**config.mk**
```make
export PLATFORM = sky130hd
export DESIGN_NAME = pipe_hazard_ctrl
export DESIGN_NICKNAME = d
export VERILOG_FILES = /design/src/rtl/pipe_hazard_ctrl.sv
export SDC_FILE = /design/constraint.sdc
export NUM_CORES = 1
export LEC_CHECK = 0
export ABC_CLOCK_PERIOD_IN_PS = 5400
export CAP_MARGIN = 10
export CELL_PAD_IN_SITES_DETAIL_PLACEMENT = 0
export CELL_PAD_IN_SITES_GLOBAL_PLACEMENT = 2
export CORE_MARGIN = 1
export CORE_UTILIZATION = 25
export DETAILED_ROUTE_END_ITERATION = 16
export PLACE_DENSITY_LB_ADDON = 0.1
export RECOVER_POWER = 25
export SETUP_SLACK_MARGIN = 0.1
export SYNTH_ARGS = -nofsm -noshare
export SYNTH_HDL_FRONTEND = slang
export SYNTH_SLANG_ARGS = --single-unit
```
**constraint.sdc**
```tcl
create_clock -name clk -period 5.4 [get_ports clk]
set_clock_uncertainty 0.1 [all_clocks]
set_input_delay 1.08 -clock clk [delete_from_list [all_inputs] [get_ports clk]]
set_output_delay 1.08 -clock clk [all_outputs]
set_load 0.005 [all_outputs]
```
**src/rtl/pipe_hazard_ctrl.sv**
```systemverilog
// Pipeline hazard sequencer for a 5-stage pipe: load-use bubbles, branch flushes,
// memory-stall freezes and sticky HALT, plus a saturating stall-cycle counter.
module pipe_hazard_ctrl #(
   parameter int REG_BITS = 3,
   parameter int CNT_W    = 16
) (
   input  logic                clk,
   input  logic                rst,
   input  logic [REG_BITS-1:0] id_rs,
   input  logic [REG_BITS-1:0] id_rt,
   input  logic                id_rs_used,
   input  logic                id_rt_used,
   input  logic [REG_BITS-1:0] ex_rd,
   input  logic                ex_mem_read,
   input  logic                ex_reg_write,
   input  logic                br_taken,
   input  logic                mem_stall,
   input  logic                excp,
   output logic                pc_we,
   output logic                ifid_we,
   output logic                ifid_flush,
   output logic                idex_we,
   output logic                idex_flush,
   output logic                exmem_we,
   output logic                memwb_we,
   output logic                halted,
   output logic [CNT_W-1:0]    stall_cnt
);

   typedef enum logic [1:0] {RUN, LD_STALL, MEM_WAIT, HALT} state_t;

   state_t state, next_state;
   logic   ret_ld;        // return state after MEM_WAIT: 1 = LD_STALL, 0 = RUN
   logic   ret_load;
   logic   ret_ld_next;
   logic   lu;
   logic   active;
   logic   from_ld;
   logic   cnt_en;

   assign lu = ex_mem_read & ex_reg_write &
               ((id_rs_used & (id_rs == ex_rd)) | (id_rt_used & (id_rt == ex_rd)));

   // NOTE: every output of this block gets a default first, so no path leaves a
   // variable unassigned and no latch is inferred.
   always_comb begin
      pc_we       = 1'b0;
      ifid_we     = 1'b0;
      ifid_flush  = 1'b0;
      idex_we     = 1'b0;
      idex_flush  = 1'b0;
      exmem_we    = 1'b0;
      memwb_we    = 1'b0;
      halted      = 1'b0;
      next_state  = state;
      ret_load    = 1'b0;
      ret_ld_next = ret_ld;

      // MEM_WAIT with memory ready behaves exactly like the state it froze in.
      active  = (state == RUN) || (state == LD_STALL) || (state == MEM_WAIT && !mem_stall);
      from_ld = (state == LD_STALL) || (state == MEM_WAIT && ret_ld);

      if (!rst && active) begin
         if (excp) begin
            memwb_we   = 1'b1;
            next_state = HALT;
         end else if (mem_stall) begin
            ret_load    = 1'b1;
            ret_ld_next = from_ld;
            next_state  = MEM_WAIT;
         end else if (br_taken) begin
            pc_we      = 1'b1;
            ifid_we    = 1'b1;
            ifid_flush = 1'b1;
            idex_we    = 1'b1;
            idex_flush = 1'b1;
            exmem_we   = 1'b1;
            memwb_we   = 1'b1;
            next_state = RUN;
         end else if (lu && !from_ld) begin
            idex_we    = 1'b1;
            idex_flush = 1'b1;
            exmem_we   = 1'b1;
            memwb_we   = 1'b1;
            next_state = LD_STALL;
         end else begin
            pc_we      = 1'b1;
            ifid_we    = 1'b1;
            idex_we    = 1'b1;
            exmem_we   = 1'b1;
            memwb_we   = 1'b1;
            next_state = RUN;
         end
      end

      if (!rst && state == HALT) halted = 1'b1;
   end

   // The edge that moves into HALT is excluded from the stall count.
   assign cnt_en = !pc_we && (state != HALT) && (next_state != HALT);

   // NOTE: sequential state uses non-blocking assignments so every flop samples
   // pre-edge values regardless of statement order.
   always_ff @(posedge clk or posedge rst) begin
      if (rst) begin
         state     <= RUN;
         ret_ld    <= 1'b0;
         stall_cnt <= '0;
      end else begin
         state <= next_state;
         if (ret_load) ret_ld <= ret_ld_next;
         if (cnt_en && stall_cnt != '1) stall_cnt <= stall_cnt + CNT_W'(1);
      end
   end

endmodule

```
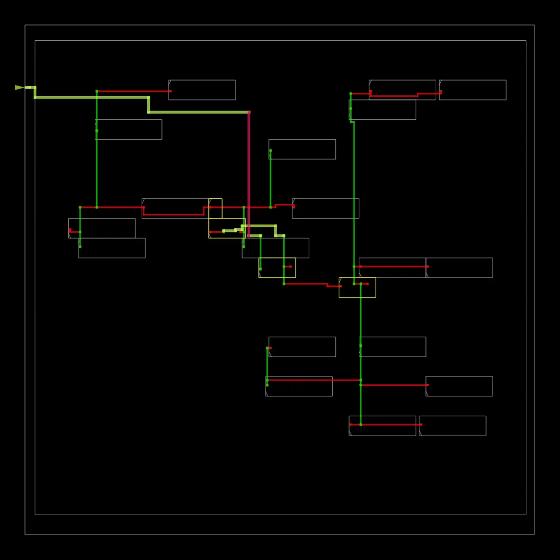
Fig. 1. Clock routing.
clk latency late pin: 0.25 ns
seq_cells: 19
clk sinks: 19
clock network power: 98.3 uW
final-layout clock buffer total: 3

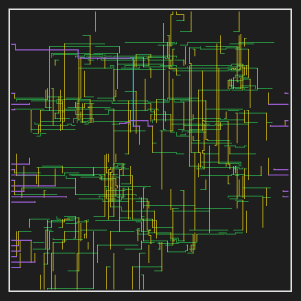
Fig. 2. Routed metal, one color a layer.
Drawn at 4 px/um.
green -> metal 1  # wire length 1360 um
yellow -> metal 2  # wire length 1250 um
purple -> metal 3  # wire length 135 um
cyan -> metal 4  # wire length 17.0 um
Tot GR Track Use: 11.9%
Post-Route WL: 2.76 mm
via count: 995
drt wl/cell: 13.4 um

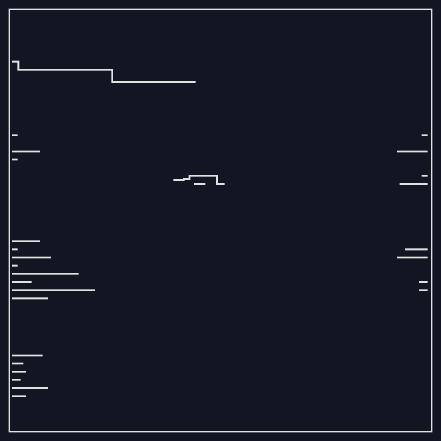
Fig. 3. Signal wires on met3.
Drawn at 6 px/um.
share of all routed wire = 4.9%
nets with wire on the layer = 27
wire length on this layer = 135 um
longest straight run = 15.6 um
main direction = horizontal

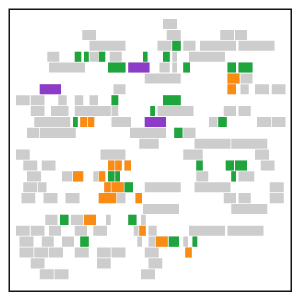
Fig. 4. Selected gate families.
Drawn at 4 px/um.
orange -> inverting AOI/OAI gates  # cells 17, most used a21oi_1
purple -> multiplexers  # cells 3, most used mux2_4
green -> NAND gates  # cells 28
Finished Layout Cells: 206
most used logic cell in the final layout: clkdlybuf4s50_1
logic share of the area: 38.1%

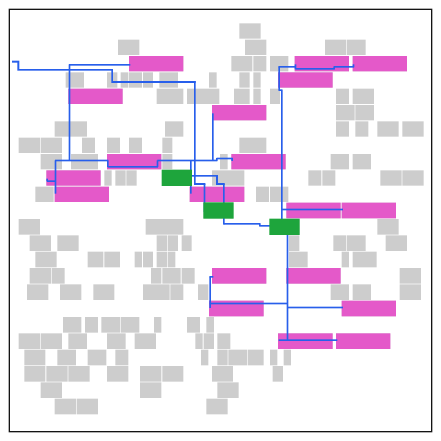
Fig. 5. Clock wires, drivers and flops.
Drawn at 6 px/um.
magenta -> flip-flops  # count 19
green -> clock drivers  # count 3
blue -> clock wires  # length 273 um
routed clock nets = 4
Clk pwr share: 21.0%

==> impl_metrics.ini <==
; yosys + openroad results
[outcome]
status = complete, no violations

[power_and_ir_drop]
finalPower_uw = 468
ir_worst_vdd_mv = 0.209
p_switching_uw = 149
p_comb_share_pct = 34.3
p_int_uw = 320
switching_share_pct = 31.7
pwr-share-seq_pct = 44.7
power.density_mw_per_mm2 = 286

[floorplanning]
io_pins = 42
die_h_um = 70.2
dieArea_mm2 = 0.00492
coreArea_mm2 = 0.00441
num_rows = 24
fp-utilization_pct = 26.3
die_w_um = 70.2

[route]
drc_errors = 0
firstDrtPassIters = 4
ant_nets = 0
routed_via_density = 4.83
drtIter0Drc = 47

[worst_hold_path]
hp-class = reg -> reg

[yosys]
yosys.area_share.aoi_pct = 11.7
ys_area_mm2 = 0.00116
ys_sh_adder_pct = 1.08
ys_warn_count = 0
syn_area_mm2 = 0.00116
synth_area_per_cell_um2 = 10.1
ys_ff = 19
logic_family = simple AND/OR/NAND/NOR gates
syn_nets = 134
yosys_cells = 115
synth_cells = 115
synth.distinct_cells = 39
xor_share_pct = 12.8
yosysSeqAreaShare_pct = 40.9
muxShareOfSynthArea_pct = 3.88

[final_layout]
comb_area_um2 = 624
final_util_pct = 37.1
drive_gt1_share_pct = 10.4
flop_area_um2 = 475
syn_to_final_growth_pct = 40.9
diodes = 0
final_cell_mix = clkdlybuf4s50_1 (39), dfrtp_1 (19), xnor2_1 (17)
fin_nets = 174
stdcell_area_mm2 = 0.00164

[setup_path]
crit_path_max_fanout = 9
cp-end-kind = output port
required_ns = 4.22
path_class = in -> out
arrival_ns = 3.29
startpoint_type = input port

[sta]
min_period_ns = 4.47
final.setup.worst_slack_ns = 0.930
min_period_over_period_pct = 82.8
max_slew_margin_pct = 47.7
rsz0062_at_grt = no
max_freq_mhz = 224
whs_ns = 0.395
setup_tns_ns = 0
tightest_slew_ns = 0.784
hold_violations = 0
finalSetupViolCount = 0
report.final.slew_viol_count = 0

[global_routing]
grt_pass1_vias = 975
grt_max_degree = 21
globalRouteMet2Util_pct = 17.7
grt.met3_usage_pct = 3.46
antenna_found_initial = 0
overflow = 0
grt_pass1_wl_mm = 4.66
use_met1_pct = 16.8
grt_most_used_layer = met2

[clocking]
post_cts_buffers = 0
cts_tree = built
ctsRootBufferMaster = clkbuf_8
ctsResizeCount = 0
path_clk_slew_ns = 0.07
h-tree-depth = 1
clockBufferDepth = 2
hold_buffers = 0

[placement]
place_area_mm2 = 0.00159
hpwl_mm = 2.08
pre_cts_slack_ns = 1.02
place.gp.congestion = 0.659
port_buffers = 41
dp_cells = 202

[job]
max_cap_viol_count = 0
warnings = 26
[layout make-up]
| cell class | count | area share [%] |
|---|---|---|
| multi-input cells | 86 | 38.1 |
| well taps | 52 | 3.98 |
| clock inverters | 1 | 0.306 |
| repair buffers | 41 | 25.1 |
| clock buffers | 3 | 2.52 |
| flip-flops and latches | 19 | 29.1 |
| inverters | 4 | 0.917 |
[path summary, 6_finish.rpt]
check                                    from             to  slack (ns)  cells after the start
min in group asynchronous                 rst       state[0]        1.48                      2
max in group asynchronous                 rst   stall_cnt[4]        3.23                      2
worst max-delay path                      rst          pc_we        0.93                      5
worst min-delay path            stall_cnt[13]  stall_cnt[13]        0.40                      1
worst max register to register   stall_cnt[0]   stall_cnt[1]        3.16                      6
worst min register to register  stall_cnt[13]  stall_cnt[13]        0.40                      1
[flip-flops by register name, indices dropped and copies added (netlist names)]
signal     count
ret_ld         1
stall_cnt     16
state          2
[synth_stat cells, drive strengths merged]
library cell   n  area [um2]
or3            1        6.26
o2111ai        1        8.76
a211oi         1        12.5
mux2           3        45.0
nand2          7        26.3
a21boi         1        7.51
inv            4        15.0
nand2b         2        12.5
nand4b         1        8.76
and3           6        42.5
or2            1        6.26
a31o           1        17.5
nand3b         1        7.51
buf            5        42.5
nand4          9        68.8
a21oi          9        48.8
o221ai         1        8.76
xnor2         17         149
nor3           1        5.00
nand3          8        45.0
nor2b          1        6.26
and2           2        15.0
clkbuf         1        3.75
dfrtp         19         475
and4           1        8.76
nor2           4        15.0
o21a           1        7.51
a41oi          1        8.76
ha             1        12.5
a31oi          1        6.26
and2b          1        7.51
o21ai          2        10.0
[power by group through the flow]
stage	combinational, mW	sequential, mW	clock (mW)
2_1_floorplan	0.0871	0.203	0
3_5_place_dp	0.164	0.211	0
6_report	0.161	0.209	0.0983
3_3_place_gp	0.161	0.210	0
4_1_cts	0.164	0.208	0.103
5_1_grt	0.177	0.215	0.111
[layer usage]
layer  part of all wire, %  vias up
li1                      -      487
met1                    49      478
met2                    45       28
met3                   4.9        2
met4                  0.62        0
met5                     0        -
[worst max-delay path, stage by stage]
cell	delay, ns
dlygate4sd3_1	0.65
or2_2	0.35
a211oi_2	0.32
a21boi_0	0.32
clkdlybuf4s50_1	0.56
[kinds of logic (layout without fill, tap and decap cells)]
logic type,Yosys count,count (layout)
buffers and inverters,10,49
DFF,19,19
and+or+nand+nor,46,46
muxes,3,3
adders and majority gates,1,1
xor gates and xnor gates,17,17
AOI/OAI and AO/OA,19,19
No activity file was given, so power comes from the tool's default toggle rates.
